--- src/rtl/conv3x3_relu_pe.sv ---
// 3x3 convolution processing element: runtime-loaded signed kernel and bias, ReLU,
// right shift and saturation. Border windows are dropped; latency is 4 cycles per kept beat.
module conv3x3_relu_pe #(
    parameter int DATA_WIDTH   = 8,
    parameter int WEIGHT_WIDTH = 8,
    parameter int IMG_WIDTH    = 28,
    parameter int IMG_HEIGHT   = 28,
    parameter int ACC_WIDTH    = 20,
    parameter int OUT_SHIFT    = 0,
    parameter int OUT_WIDTH    = 8
) (
    input  logic                    clk,
    input  logic                    rst_n,
    input  logic                    wload_start,
    input  logic                    wload_valid,
    input  logic [WEIGHT_WIDTH-1:0] wload_data,
    output logic                    weights_ready,
    input  logic                    valid_in,
    input  logic [DATA_WIDTH-1:0]   w00,
    input  logic [DATA_WIDTH-1:0]   w01,
    input  logic [DATA_WIDTH-1:0]   w02,
    input  logic [DATA_WIDTH-1:0]   w10,
    input  logic [DATA_WIDTH-1:0]   w11,
    input  logic [DATA_WIDTH-1:0]   w12,
    input  logic [DATA_WIDTH-1:0]   w20,
    input  logic [DATA_WIDTH-1:0]   w21,
    input  logic [DATA_WIDTH-1:0]   w22,
    output logic                    valid_out,
    output logic [OUT_WIDTH-1:0]    pixel_out,
    output logic                    frame_done
);
    localparam int PROD_W = DATA_WIDTH + WEIGHT_WIDTH + 1;
    localparam int COL_W  = $clog2(IMG_WIDTH);
    localparam int ROW_W  = $clog2(IMG_HEIGHT);
    localparam logic signed [ACC_WIDTH-1:0] SAT_MAX = ACC_WIDTH'((1 << OUT_WIDTH) - 1);
    localparam logic [OUT_WIDTH-1:0] PIX_MAX = {OUT_WIDTH{1'b1}};

    typedef enum logic {ST_LOAD = 1'b0, ST_RUN = 1'b1} state_t;

    state_t                          state_q;
    logic [3:0]                      idx_q;
    logic signed [WEIGHT_WIDTH-1:0]  kern_q [9];
    logic signed [ACC_WIDTH-1:0]     bias_q;
    logic                            weights_ready_q;
    logic [COL_W-1:0]                col_q;
    logic [ROW_W-1:0]                row_q;

    logic [DATA_WIDTH-1:0]           pix_s [9];
    logic                            keep_s;
    logic                            last_s;

    logic signed [PROD_W-1:0]        prod_d [9];
    logic signed [PROD_W-1:0]        prod_q [9];
    logic signed [ACC_WIDTH-1:0]     rsum_d [3];
    logic signed [ACC_WIDTH-1:0]     rsum_q [3];
    logic signed [ACC_WIDTH-1:0]     bias_s1_q, bias_s2_q;
    logic signed [ACC_WIDTH-1:0]     acc_d, acc_q, shift_s;
    logic                            v1_q, v2_q, v3_q, l1_q, l2_q, l3_q;
    logic [OUT_WIDTH-1:0]            pix_d;
    logic                            valid_out_q, frame_done_q;
    logic [OUT_WIDTH-1:0]            pixel_out_q;

    assign pix_s[0] = w00;
    assign pix_s[1] = w01;
    assign pix_s[2] = w02;
    assign pix_s[3] = w10;
    assign pix_s[4] = w11;
    assign pix_s[5] = w12;
    assign pix_s[6] = w20;
    assign pix_s[7] = w21;
    assign pix_s[8] = w22;

    // A beat coinciding with a reload request is dropped along with the old frame position
    assign keep_s = valid_in && (state_q == ST_RUN) && !wload_start &&
                    (row_q >= ROW_W'(2)) && (col_q >= COL_W'(2));
    assign last_s = (row_q == ROW_W'(IMG_HEIGHT - 1)) && (col_q == COL_W'(IMG_WIDTH - 1));

    assign weights_ready = weights_ready_q;
    assign valid_out     = valid_out_q;
    assign pixel_out     = pixel_out_q;
    assign frame_done    = frame_done_q;

    // Load/run control, coefficient storage and frame position counters
    always_ff @(posedge clk) begin
        if (!rst_n) begin
            state_q         <= ST_LOAD;
            idx_q           <= 4'd0;
            bias_q          <= {ACC_WIDTH{1'b0}};
            weights_ready_q <= 1'b0;
            col_q           <= {COL_W{1'b0}};
            row_q           <= {ROW_W{1'b0}};
            for (int i = 0; i < 9; i++) kern_q[i] <= {WEIGHT_WIDTH{1'b0}};
        end else if (wload_start) begin
            state_q         <= ST_LOAD;
            idx_q           <= 4'd0;
            weights_ready_q <= 1'b0;
            col_q           <= {COL_W{1'b0}};
            row_q           <= {ROW_W{1'b0}};
        end else begin
            case (state_q)
                ST_LOAD: begin
                    if (wload_valid) begin
                        if (idx_q == 4'd9) begin
                            bias_q          <= ACC_WIDTH'($signed(wload_data));
                            idx_q           <= 4'd0;
                            state_q         <= ST_RUN;
                            weights_ready_q <= 1'b1;
                        end else begin
                            kern_q[idx_q] <= $signed(wload_data);
                            idx_q         <= idx_q + 4'd1;
                        end
                    end
                end
                ST_RUN: begin
                    if (valid_in) begin
                        if (col_q == COL_W'(IMG_WIDTH - 1)) begin
                            col_q <= {COL_W{1'b0}};
                            if (row_q == ROW_W'(IMG_HEIGHT - 1)) row_q <= {ROW_W{1'b0}};
                            else                                 row_q <= row_q + ROW_W'(1);
                        end else begin
                            col_q <= col_q + COL_W'(1);
                        end
                    end
                end
                default: begin
                    state_q         <= ST_LOAD;
                    idx_q           <= 4'd0;
                    weights_ready_q <= 1'b0;
                end
            endcase
        end
    end

    // Multiplier array and adder tree feeding the pipeline registers
    always_comb begin
        for (int i = 0; i < 9; i++) begin
            prod_d[i] = PROD_W'($signed({1'b0, pix_s[i]})) * PROD_W'(kern_q[i]);
        end
        for (int r = 0; r < 3; r++) begin
            rsum_d[r] = ACC_WIDTH'(prod_q[3*r]) + ACC_WIDTH'(prod_q[3*r+1]) +
                        ACC_WIDTH'(prod_q[3*r+2]);
        end
        acc_d = rsum_q[0] + rsum_q[1] + rsum_q[2] + bias_s2_q;
    end

    // ReLU, arithmetic shift and saturation of the accumulated sum
    always_comb begin
        shift_s = acc_q >>> OUT_SHIFT;
        if (acc_q[ACC_WIDTH-1]) begin
            pix_d = {OUT_WIDTH{1'b0}};
        end else if (shift_s > SAT_MAX) begin
            pix_d = PIX_MAX;
        end else begin
            pix_d = shift_s[OUT_WIDTH-1:0];
        end
    end

    // Four-stage datapath; bias travels with each beat so a reload never corrupts in-flight work
    always_ff @(posedge clk) begin
        if (!rst_n) begin
            for (int i = 0; i < 9; i++) prod_q[i] <= {PROD_W{1'b0}};
            for (int r = 0; r < 3; r++) rsum_q[r] <= {ACC_WIDTH{1'b0}};
            bias_s1_q    <= {ACC_WIDTH{1'b0}};
            bias_s2_q    <= {ACC_WIDTH{1'b0}};
            acc_q        <= {ACC_WIDTH{1'b0}};
            {v1_q, v2_q, v3_q, l1_q, l2_q, l3_q} <= 6'b000000;
            valid_out_q  <= 1'b0;
            frame_done_q <= 1'b0;
            pixel_out_q  <= {OUT_WIDTH{1'b0}};
        end else begin
            for (int i = 0; i < 9; i++) prod_q[i] <= prod_d[i];
            for (int r = 0; r < 3; r++) rsum_q[r] <= rsum_d[r];
            bias_s1_q    <= bias_q;
            bias_s2_q    <= bias_s1_q;
            acc_q        <= acc_d;
            v1_q         <= keep_s;
            l1_q         <= keep_s && last_s;
            v2_q         <= v1_q;
            l2_q         <= l1_q;
            v3_q         <= v2_q;
            l3_q         <= l2_q;
            valid_out_q  <= v3_q;
            frame_done_q <= v3_q && l3_q;
            if (v3_q) pixel_out_q <= pix_d;
            else      pixel_out_q <= pixel_out_q;
        end
    end
endmodule
--- config.mk ---
export PLATFORM = sky130hd
export DESIGN_NAME = conv3x3_relu_pe
export DESIGN_NICKNAME = d
export VERILOG_FILES = /design/src/rtl/conv3x3_relu_pe.sv
export SDC_FILE = /design/constraint.sdc
export NUM_CORES = 2
export LEC_CHECK = 0
export CAP_MARGIN = 20
export CORE_ASPECT_RATIO = 0.5
export CORE_MARGIN = 3
export CORE_UTILIZATION = 40
export CTS_BUF_LIST = sky130_fd_sc_hd__clkbuf_4
export DETAILED_ROUTE_END_ITERATION = 6
export PLACE_DENSITY = 0.6
export RECOVER_POWER = 50
export SLEW_MARGIN = 25
export SYNTH_ARGS = -nofsm -noshare
export SYNTH_HDL_FRONTEND = slang
export SYNTH_SLANG_ARGS = --single-unit
--- constraint.sdc ---
create_clock -name clk -period 8.95 [get_ports clk]
set_input_delay 2.685 -clock clk [delete_from_list [all_inputs] [get_ports clk]]
set_output_delay 2.685 -clock clk [all_outputs]
set_load 0.005 [all_outputs]
==> flow_metrics.env <==
# physical design summary
export IMPL_status="complete, but fails checks"
export IMPL_violations="max-capacitance violations, max-slew violations"
export IMPL_cp_num_cells=4
export IMPL_crit_end="kern_q[7][5]$_SDFFCE_PN0P_"
export IMPL_largest_register="prod_q"
export IMPL_cp_cell_sequence="clkbuf_1, clkbuf_1, buf_4, o21ai_1"
export IMPL_drcViolationCount=0
export IMPL_critPathArrivalTime_ns=7.05
export IMPL_largest_reg_flops=153
export IMPL_synth_nets=4741
export IMPL_first_pass_iters=5
export IMPL_die_x_um=428
export IMPL_crit_buf_inv=3
export IMPL_yosys_stat_cells=3770
export IMPL_tool_warnings=31
export IMPL_synthArstFlopShare_pct=0
export IMPL_fmax_mhz=152
export IMPL_root_buffer="clkbuf_4"
export IMPL_grt_pass1_vias=26710
export IMPL_yosysMostFrequentCell="inv_1"
export IMPL_reg2reg_from="kern_q[8][7]$_SDFFCE_PN0P_"
export IMPL_drv_slew=122
export IMPL_critical_path_class="in -> reg"
export IMPL_cts_resized=0
export IMPL_syn_inst=3770
export IMPL_via_per_inst=5.04
export IMPL_hold_class="reg -> reg"
export IMPL_rsz0062_at_grt="no"
export IMPL_synthFlopType="dfxtp_1"
export IMPL_grt_max_degree=106
export IMPL_cts_num_sinks=358
export IMPL_worstSetupStartpoint="rst_n"
export IMPL_r2r_slack_ns=4.28
export IMPL_cts_setup_buffers=0
export IMPL_port_buffer_count=95
export IMPL_avgSynthCellArea_um2=9.45
export IMPL_place_gp_congestion=0.851
export IMPL_yosysWarningCount=0
export IMPL_critical_path_slowest_cell="clkbuf_1"
export IMPL_cpLargestDelayFamily="buffers and inverters"
export IMPL_clk_latency_ns=0.91
export IMPL_htree_levels=3
export IMPL_grt_overflow=0
export IMPL_grtUsageTotal_pct=18.8
export IMPL_mostFrequentLayoutCells="inv_1, ha_1, and2_1, fa_1, dfxtp_1"
export IMPL_period_used_pct=73.6
export IMPL_antenna_found_initial=6
export IMPL_path_clk_slew_ns=0.07
export IMPL_max_stage_delay_ns=2.18
export IMPL_tns_ns=0
export IMPL_die_area_um2=92900
export IMPL_reg_top3="prod_q x153, kern_q x72, rsum_q x57"
export IMPL_num_vias=26072
export IMPL_hold_depth=1
export IMPL_irDropWorstVdd_uv=133
export IMPL_ios=96
export IMPL_cts_buffers=91
export IMPL_setup_viol=0
export IMPL_fill_cells=8495
export IMPL_cp_max_fo=65
export IMPL_leakage_nw=19.0
export IMPL_synth_top_cell_by_area="fa_1"
export IMPL_dp_hpwl_um=67200
export IMPL_synth_area_yosys_um2=35600
export IMPL_cap_violations=2
export IMPL_ys_seq_share_pct=22.1
export IMPL_first_iter_violations=1297
export IMPL_startpoint_type="input pin"
export IMPL_tritoncts="yes"
export IMPL_path_common_cell="clkbuf_1"
export IMPL_synth_edff_count=72
export IMPL_cts_buffer_depth=3
export IMPL_ys_top_cells_by_count="inv_1, and2_1, ha_1, fa_1, dfxtp_1"
export IMPL_skew_ns=0.0927
export IMPL_ant_nets=0
export IMPL_drive_above_1_share_pct=4.48
export IMPL_ys_ff=358
export IMPL_fin_crit_ns=6.58
export IMPL_power_density_nw_per_um2=194
export IMPL_worstMarginPinSlew_ns=2.98
export IMPL_cp_required_ns=9.41
export IMPL_postRouteWirelength_um=84400
export IMPL_die_height_um=217
export IMPL_hold_viol_final=0
export IMPL_lay_top_count="inv_1"
export IMPL_initCoreUtil_pct=40.9
export IMPL_hold_slack_ns=0.361
export IMPL_slew_headroom_pct=-98.7
export IMPL_min_from="bias_s1_q[7]$_SDFF_PN0_"
export IMPL_grt_pass1_wl_um=141000
export IMPL_synth_area_top_cells="fa_1, ha_1, dfxtp_1, and2_1, inv_1"
export IMPL_synthToLayoutAreaGrowth_pct=9.81
export IMPL_cts_hold_buf=0
export IMPL_rr_worst_depth=14
export IMPL_synthesis_area_um2=35600
export IMPL_fin_nets=4891
export IMPL_worstHoldEndpoint="bias_s2_q[7]$_SDFF_PN0_"
export IMPL_synth_cell_types=78
export IMPL_end_kind="register"
export IMPL_dpl_instance_area_um2=37900
export IMPL_timing_rr_end="prod_q[0][152]$_SDFF_PN0_"
export IMPL_top_area_share_pct=23.9
## layout make-up
type / count / area [um^2] / area share [%]
diodes: 5 / 12.5 / 0.0320
clock buffers: 118 / 886 / 2.26
clock inverters: 50 / 315 / 0.806
inverters: 596 / 2240 / 5.72
multi-input cells: 2767 / 25300 / 64.6
flip-flops and latches: 358 / 7890 / 20.2
well taps: 1170 / 1460 / 3.74
repair buffers: 106 / 1030 / 2.63
## metrics by stage
| stage | setup WS, ns | std cells | utilization (%) | power [W] |
|---|---|---|---|---|
| 3_3_place_gp | 1.66 | 4997 | 43.5 | 0.00611 |
| 6_report | 2.37 | 5170 | 44.9 | 0.00760 |
| 5_1_grt | 2.11 | 5170 | 44.9 | 0.00836 |
| 2_1_floorplan | 2.65 | 3770 | - | 0.00513 |
| 3_5_place_dp | 1.59 | 4997 | 43.5 | 0.00614 |
| 4_1_cts | 2.48 | 5165 | 44.9 | 0.00767 |
## routing by layer
| layer | vias to the layer above | GRT usage (%) | wire length (um) |
|---|---|---|---|
| met5 | - | 0 | 0 |
| met4 | 0 | 4.06 | 1490 |
| met3 | 104 | 2.48 | 3800 |
| met2 | 491 | 29.8 | 37500 |
| met1 | 12920 | 27.3 | 41500 |
| li1 | 12557 | - | - |
## power by group
group | switching (W) | leakage (nW) | internal (W)
Combinational | 0.00230 | 15.2 | 0.00167
Clock | 0.000756 | 0.711 | 0.000702
Sequential | 0.000241 | 3.10 | 0.00194
Total | 0.00330 | 19.0 | 0.00431
## logic make-up after synthesis
kind of cell	after synthesis	share of synthesized area [%]
AOI/OAI and AO/OA	456	8.64
xor gates and xnor gates	100	2.46
adders and majority gates	886	40.1
buffers and inverters	645	6.82
DFF	358	22.1
muxes	26	0.731
and+or+nand+nor	1299	19.1
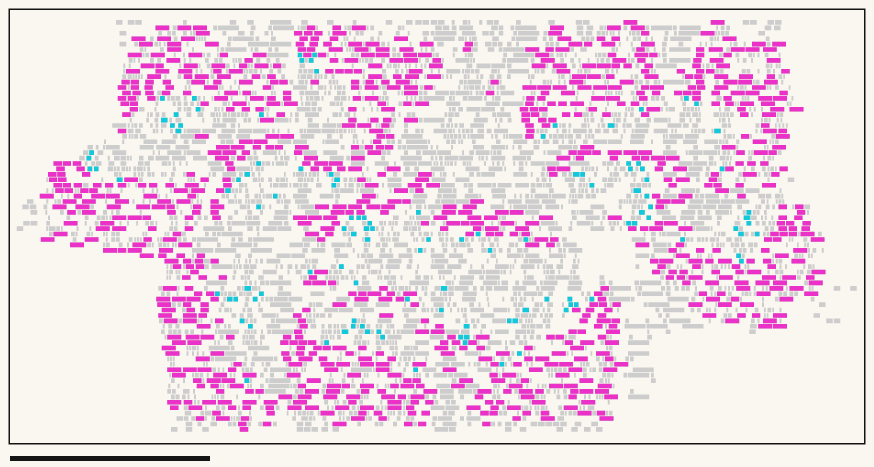
**Above:** logic cells by family.
Scale bar: 100 um.
color	family	cells	most used
cyan	AND-OR and OR-AND gates	116	a21o_1
magenta	adder and majority cells	886	ha_1

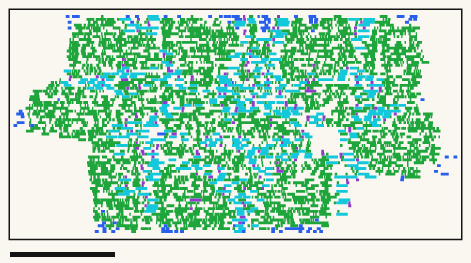
**Above:** placed cells, one color a class.
Scale bar: 100 um.
color	class	cells	share of their area
blue	other buffers and delay cells	106	2.7%
purple	clock drivers and dummy loads	168	3.2%
cyan	flops	358	21%
green	combinational and other logic	3,363	73%
Final Util: 44.9%
post-route design area: 39,100 um^2
core area: 87,200 um^2
row count: 76
Seq area share: 20.2%

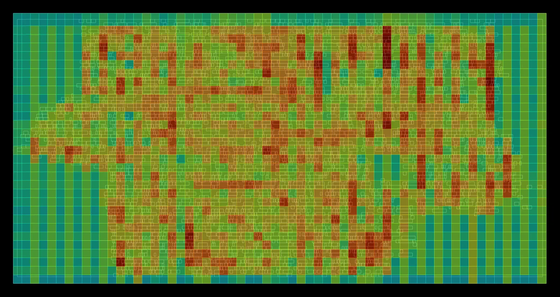
**Above:** routing congestion.
DR WL/cell: 16.3 um
routing usage on met2: 29.8%
met3 Use GR: 2.48%
met1 usage: 27.3%

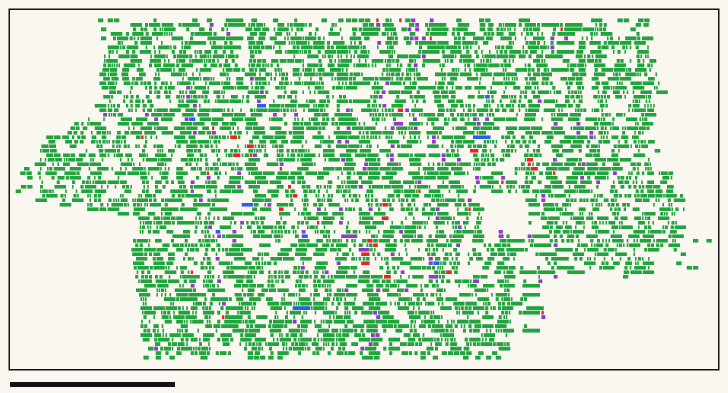
**Above:** cells by drive strength.
Scale bar: 100 um.
color	size	cells	most used
green	_0 and _1 cells	3,816	inv_1
blue	_6 and larger	9	inv_8
red	_2 cells	36	clkinv_2
purple	_3 and _4 cells	134	clkbuf_4

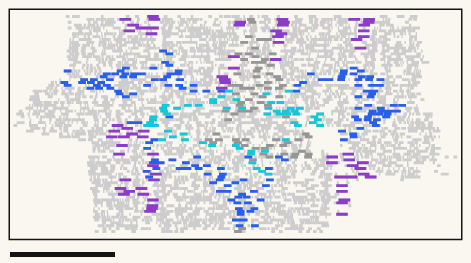
**Above:** sequential cells grouped by signal name.
Scale bar: 100 um.
color	name in the netlist	placed flops
purple	`kern_q`	72
cyan	`rsum_q`	57
blue	`prod_q`	153

Power figures rest on the tool's default switching activity, not on a simulated workload.
